### Clock wiring as the flow saved it

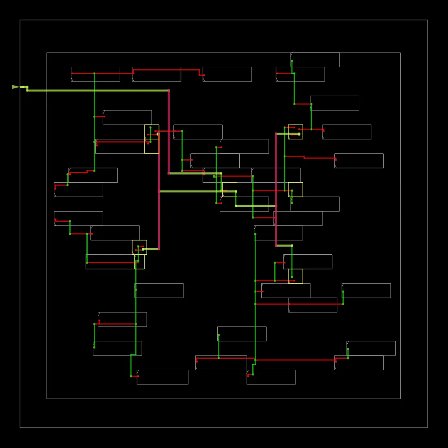
### Metal 2

Bar = 20 microns.
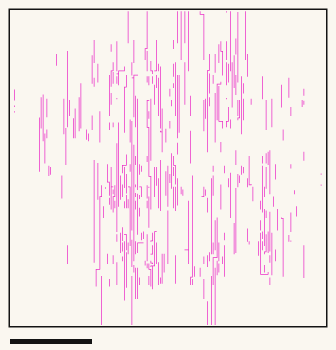
### Met3 routing

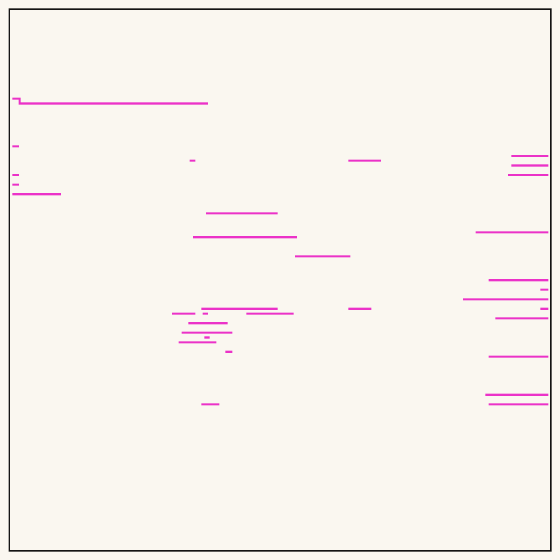
`config.mk`:
```
export PLATFORM = sky130hd
export DESIGN_NAME = adc_serial_responder_flat
export DESIGN_NICKNAME = d
export VERILOG_FILES = /design/src/rtl/adc_pkg.sv /design/src/rtl/adc_serial_responder_if.sv /design/src/rtl/adc_serial_responder_edge_detect.sv /design/src/rtl/adc_serial_responder.sv /design/src/flat_wrapper.sv
export SDC_FILE = /design/constraint.sdc
export NUM_CORES = 1
export LEC_CHECK = 0
export CORE_MARGIN = 5
export CORE_UTILIZATION = 41
export CTS_BUF_LIST = sky130_fd_sc_hd__clkbuf_4
export CTS_CLUSTER_DIAMETER = 100
export DETAILED_ROUTE_END_ITERATION = 8
export HOLD_SLACK_MARGIN = 0.03
export PLACE_DENSITY_LB_ADDON = 0.2
export SYNTH_ARGS = -nofsm -noshare
export SYNTH_HDL_FRONTEND = slang
export SYNTH_SLANG_ARGS = --single-unit
export TNS_END_PERCENT = 5
```
`constraint.sdc`:
```
create_clock -name clk -period 3 [get_ports clk]
set_input_delay 0.45 -clock clk [delete_from_list [all_inputs] [get_ports clk]]
set_output_delay 0.45 -clock clk [all_outputs]
set_load 0.03 [all_outputs]
```
`src/rtl/adc_pkg.sv`:
```
// Shared definitions for the stonyman ADC link: responder FSM states and
// the default frame geometry used by both the capture controller and the responder.
package adc_pkg;

  typedef enum logic [1:0] {
    IDLE  = 2'd0,
    SHIFT = 2'd1,
    HOLD  = 2'd2
  } state_t;

  localparam int ADC_LEAD_ZEROS = 3;
  localparam int ADC_DATA_BITS  = 8;
  localparam int ADC_FRAME_BITS = 16;

endpackage

```
`src/rtl/adc_serial_responder_if.sv`:
```
// Serial link between the ADC capture controller (master) and the ADC or its
// responder model (slave): sclk/cs_n from the controller, sdata back.
interface adc_serial_responder_if;

  logic sclk;
  logic cs_n;
  logic sdata;
  logic sdata_oe;

  modport master (
    output sclk,
    output cs_n,
    input  sdata,
    input  sdata_oe
  );

  modport slave (
    input  sclk,
    input  cs_n,
    output sdata,
    output sdata_oe
  );

endinterface

```
`src/rtl/adc_serial_responder_edge_detect.sv`:
```
// Registers a synchronous level once and reports single-cycle rise/fall pulses
// relative to the previous sample.
module edge_detect #(
  parameter logic RESET_LEVEL = 1'b1
) (
  input  logic clk,
  input  logic reset,
  input  logic level_i,
  output logic rise_o,
  output logic fall_o
);

  logic level_q;

  always_ff @(posedge clk or posedge reset) begin
    if (reset) begin
      level_q <= RESET_LEVEL;
    end else begin
      level_q <= level_i;
    end
  end

  assign rise_o = ~level_q & level_i;
  assign fall_o = level_q & ~level_i;

endmodule

```
`src/rtl/adc_serial_responder.sv`:
```
// ADCxx1S101 serial responder: latches a sample on cs_n fall and shifts it out
// framed by leading/trailing zeros. Define ADC_RESP_RAMP_EN to send a ramp instead.
module adc_serial_responder
  import adc_pkg::*;
#(
  parameter int LEAD_ZEROS = ADC_LEAD_ZEROS,
  parameter int DATA_BITS  = ADC_DATA_BITS,
  parameter int FRAME_BITS = ADC_FRAME_BITS
) (
  input  logic                 clk,
  input  logic                 reset,
  adc_serial_responder_if.slave adc,
  input  logic [DATA_BITS-1:0] sample_data,
  output logic                 frame_done,
  output logic                 frame_abort,
  output logic [15:0]          conv_count
);

  localparam int BCW = $clog2(FRAME_BITS + 1);
  localparam logic [BCW-1:0] LZ_C       = BCW'(LEAD_ZEROS);
  localparam logic [BCW-1:0] DATA_END_C = BCW'(LEAD_ZEROS + DATA_BITS);
  localparam logic [BCW-1:0] FRAME_C    = BCW'(FRAME_BITS);

  logic fall_sclk;
  logic sclk_rise_unused;
  logic fall_cs;
  logic rise_cs;

  edge_detect #(.RESET_LEVEL(1'b1)) u_sclk_edge (
    .clk     (clk),
    .reset   (reset),
    .level_i (adc.sclk),
    .rise_o  (sclk_rise_unused),
    .fall_o  (fall_sclk)
  );

  edge_detect #(.RESET_LEVEL(1'b1)) u_cs_edge (
    .clk     (clk),
    .reset   (reset),
    .level_i (adc.cs_n),
    .rise_o  (rise_cs),
    .fall_o  (fall_cs)
  );

  state_t               state_q;
  logic [BCW-1:0]       bit_cnt_q;
  logic [DATA_BITS-1:0] shift_q;
  logic                 sdata_q;
  logic                 sdata_oe_q;
  logic                 frame_done_q;
  logic                 frame_abort_q;
  logic [15:0]          conv_count_q;
  logic [BCW-1:0]       bit_next_d;
  logic                 in_data_d;
  logic [DATA_BITS-1:0] load_value_d;

`ifdef ADC_RESP_RAMP_EN
  logic [DATA_BITS-1:0] ramp_q;
  logic [DATA_BITS-1:0] sample_data_unused;

  assign sample_data_unused = sample_data;
  assign load_value_d       = ramp_q;

  // Only completed frames advance the ramp; aborts leave it untouched.
  always_ff @(posedge clk or posedge reset) begin
    if (reset) begin
      ramp_q <= '0;
    end else if (frame_done_q) begin
      ramp_q <= ramp_q + 1'b1;
    end
  end
`else
  assign load_value_d = sample_data;
`endif

  assign bit_next_d = bit_cnt_q + 1'b1;
  assign in_data_d  = (bit_next_d >= LZ_C) && (bit_next_d < DATA_END_C);

  always_ff @(posedge clk or posedge reset) begin
    if (reset) begin
      state_q       <= IDLE;
      bit_cnt_q     <= '0;
      shift_q       <= '0;
      sdata_q       <= 1'b0;
      sdata_oe_q    <= 1'b0;
      frame_done_q  <= 1'b0;
      frame_abort_q <= 1'b0;
      conv_count_q  <= '0;
    end else begin
      frame_done_q  <= 1'b0;
      frame_abort_q <= 1'b0;
      case (state_q)
        IDLE: begin
          if (fall_cs) begin
            shift_q    <= load_value_d;
            bit_cnt_q  <= '0;
            sdata_oe_q <= 1'b1;
            sdata_q    <= 1'b0;
            state_q    <= SHIFT;
          end
        end
        SHIFT: begin
          // A cs_n rise beats a coincident sclk fall.
          if (rise_cs) begin
            sdata_oe_q    <= 1'b0;
            sdata_q       <= 1'b0;
            frame_abort_q <= 1'b1;
            state_q       <= IDLE;
          end else if (fall_sclk) begin
            bit_cnt_q <= bit_next_d;
            if (bit_next_d == FRAME_C) begin
              sdata_oe_q   <= 1'b0;
              sdata_q      <= 1'b0;
              frame_done_q <= 1'b1;
              conv_count_q <= conv_count_q + 16'd1;
              state_q      <= HOLD;
            end else if (in_data_d) begin
              // Data bits leave MSB first from the top of the shifter.
              sdata_q <= shift_q[DATA_BITS-1];
              shift_q <= shift_q << 1;
            end else begin
              sdata_q <= 1'b0;
            end
          end
        end
        HOLD: begin
          if (rise_cs) begin
            state_q <= IDLE;
          end
        end
        default: begin
          state_q <= IDLE;
        end
      endcase
    end
  end

  assign adc.sdata    = sdata_q;
  assign adc.sdata_oe = sdata_oe_q;
  assign frame_done   = frame_done_q;
  assign frame_abort  = frame_abort_q;
  assign conv_count   = conv_count_q;

endmodule

```
`src/flat_wrapper.sv`:
```
// flat-port wrapper written by rule: the top's interface ports become plain ports
module adc_serial_responder_flat import adc_pkg::*;
#(
  parameter int LEAD_ZEROS = ADC_LEAD_ZEROS,
  parameter int DATA_BITS  = ADC_DATA_BITS,
  parameter int FRAME_BITS = ADC_FRAME_BITS
)
  (clk, reset, sample_data, frame_done, frame_abort, conv_count, adc_sclk, adc_cs_n, adc_sdata, adc_sdata_oe);
  adc_serial_responder_if adc_i ();
  input  logic clk;
  input  logic reset;
  input  logic [DATA_BITS-1:0] sample_data;
  output logic frame_done;
  output logic frame_abort;
  output logic [15:0] conv_count;
  input wire logic [$bits(adc_i.sclk)-1:0] adc_sclk;
  input wire logic [$bits(adc_i.cs_n)-1:0] adc_cs_n;
  output wire logic [$bits(adc_i.sdata)-1:0] adc_sdata;
  output wire logic [$bits(adc_i.sdata_oe)-1:0] adc_sdata_oe;
  assign adc_i.sclk = adc_sclk;
  assign adc_i.cs_n = adc_cs_n;
  assign adc_sdata = adc_i.sdata;
  assign adc_sdata_oe = adc_i.sdata_oe;
  adc_serial_responder #(.LEAD_ZEROS(LEAD_ZEROS), .DATA_BITS(DATA_BITS), .FRAME_BITS(FRAME_BITS)) u_core (.clk(clk), .reset(reset), .adc(adc_i), .sample_data(sample_data), .frame_done(frame_done), .frame_abort(frame_abort), .conv_count(conv_count));
endmodule
```
==> results_dict.tcl <==
# flow metrics
set metrics [dict create \
    starting_density_pct 42.1 \
    fp.coreArea_sq_um 4350 \
    synthesis.area_sq_um 1830 \
    ao_oa_area_share_pct 5.80 \
    port-buffer-count 31 \
    synth.lib_cells_used.distinct 40 \
    maxSlewViolCount 0 \
    netlist.area_leader.share_pct 47.7 \
    power.density_cell_area_nw_per_um2 532 \
    post_synth_main_area_contributors "sky130_fd_sc_hd__dfrtp_1, sky130_fd_sc_hd__nand2_1, sky130_fd_sc_hd__mux2_4" \
    ios 32 \
    final_min_period_over_clock_period_pct 78.0 \
    timing.final.setup_violations 0 \
    dieWidth_microns 76.9 \
    timing.rr.end "u_core.shift_q[2]$_DFFE_PP0P_" \
    n_fill_cell 390 \
    grt_pass1_wl_mm 6.56 \
    whs_path_depth 1 \
    synth_top_cell_by_area "sky130_fd_sc_hd__dfrtp_1" \
    clock_tree.buffer_depth 2 \
    drt-vias-per-instance 5.30 \
    total_leakage_power_nw 1.06 \
    cts-hold-fix-buffers 0 \
    antenna_found_initial 0 \
    outcome "complete, no violations" \
    rsz0062_at_grt "no" \
    ff2ff_setup_slack_ns 0.66 \
    ys_seq_share_pct 50.6 \
    ys.flops 37 \
    critical_path_class "reg2reg" \
    clk_transition_reported_paths_ns 0.11 \
    ys_top_logic_family "simple AND/OR/NAND/NOR gates" \
    hold_path_startpoint "u_core.conv_count[15]$_DFFE_PP0P_" \
    yosysWarnings 0 \
    cp.arrival_ns 2.58 \
    route.met2.wl_mm 1.76 \
]
## Picture notes: 'Clock wiring as the flow saved it'
clock insertion delay at the later pin of the skew report: 0.34 ns
clock skew after layout: 0.0162 ns
clock tree sinks: 37
total of clock buffers placed in the layout: 7
total CTS buffers: 5

## Picture notes: 'Metal 2'
share of all routed wire = 46%
longest straight run = 28.2 microns
fraction of met2 tracks used by global routing: 21.2%
vias after detailed routing: 1404
post-detailed-routing wire length: 3.86 mm

## Picture notes: 'Met3 routing'
share of all routed wire = 5.1%
longest straight run = 26.7 microns

-- area by class of cell --
type	count	area, sq um	area share (%)
inverters	4	15.0	0.670
repair buffers	33	325	14.5
well taps	52	65.1	2.90
multi-input cells	131	851	37.9
flip-flops and latches	37	928	41.4
clock buffers	7	52.6	2.34
clock inverters	1	5.00	0.223
-- layer usage --
metal  up-vias  GRT usage (%)
met2        40           21.2
met4         0           5.77
met5         -              0
li1        675              -
met1       677           18.0
met3        12           3.98
-- logic make-up (layout without fill, tap and decap cells) --
| group | Yosys count | count (layout) |
|---|---|---|
| XOR/XNOR | 17 | 17 |
| multiplexers | 9 | 9 |
| AND/OR/NAND/NOR | 85 | 85 |
| adder cells (fa/ha/maj) | 3 | 3 |
| buffers and inverters | 10 | 45 |
| flip-flops | 37 | 37 |
| AND-OR/OR-AND | 17 | 17 |
-- per-stage QoR --
step / hold WS (ns) / std cells / power (mW) / util (%)
floorplan: 0.454 / 178 / 0.858 / -
detailed placement: 0.468 / 257 / 0.931 / 50.2
finish: 0.477 / 265 / 1.19 / 51.5
global placement: 0.457 / 257 / 0.917 / 50.2
global route: 0.513 / 265 / 1.27 / 51.5
CTS: 0.485 / 265 / 1.21 / 51.5
-- worst max-delay path: stages (launching register included) --
cell                      delay (ns)
sky130_fd_sc_hd__dfrtp_1        0.45
sky130_fd_sc_hd__ha_1           0.28
sky130_fd_sc_hd__and2_4         0.19
sky130_fd_sc_hd__o22a_2         0.23
sky130_fd_sc_hd__and3_1         0.17
sky130_fd_sc_hd__or4_4          0.58
sky130_fd_sc_hd__mux2_4         0.33
-- power by group --
part | switching, mW | internal, mW
combinational | 0.136 | 0.165
clock | 0.161 | 0.109
sequential | 0.0497 | 0.570
total | 0.347 | 0.845
Power and IR drop assume default switching activity.
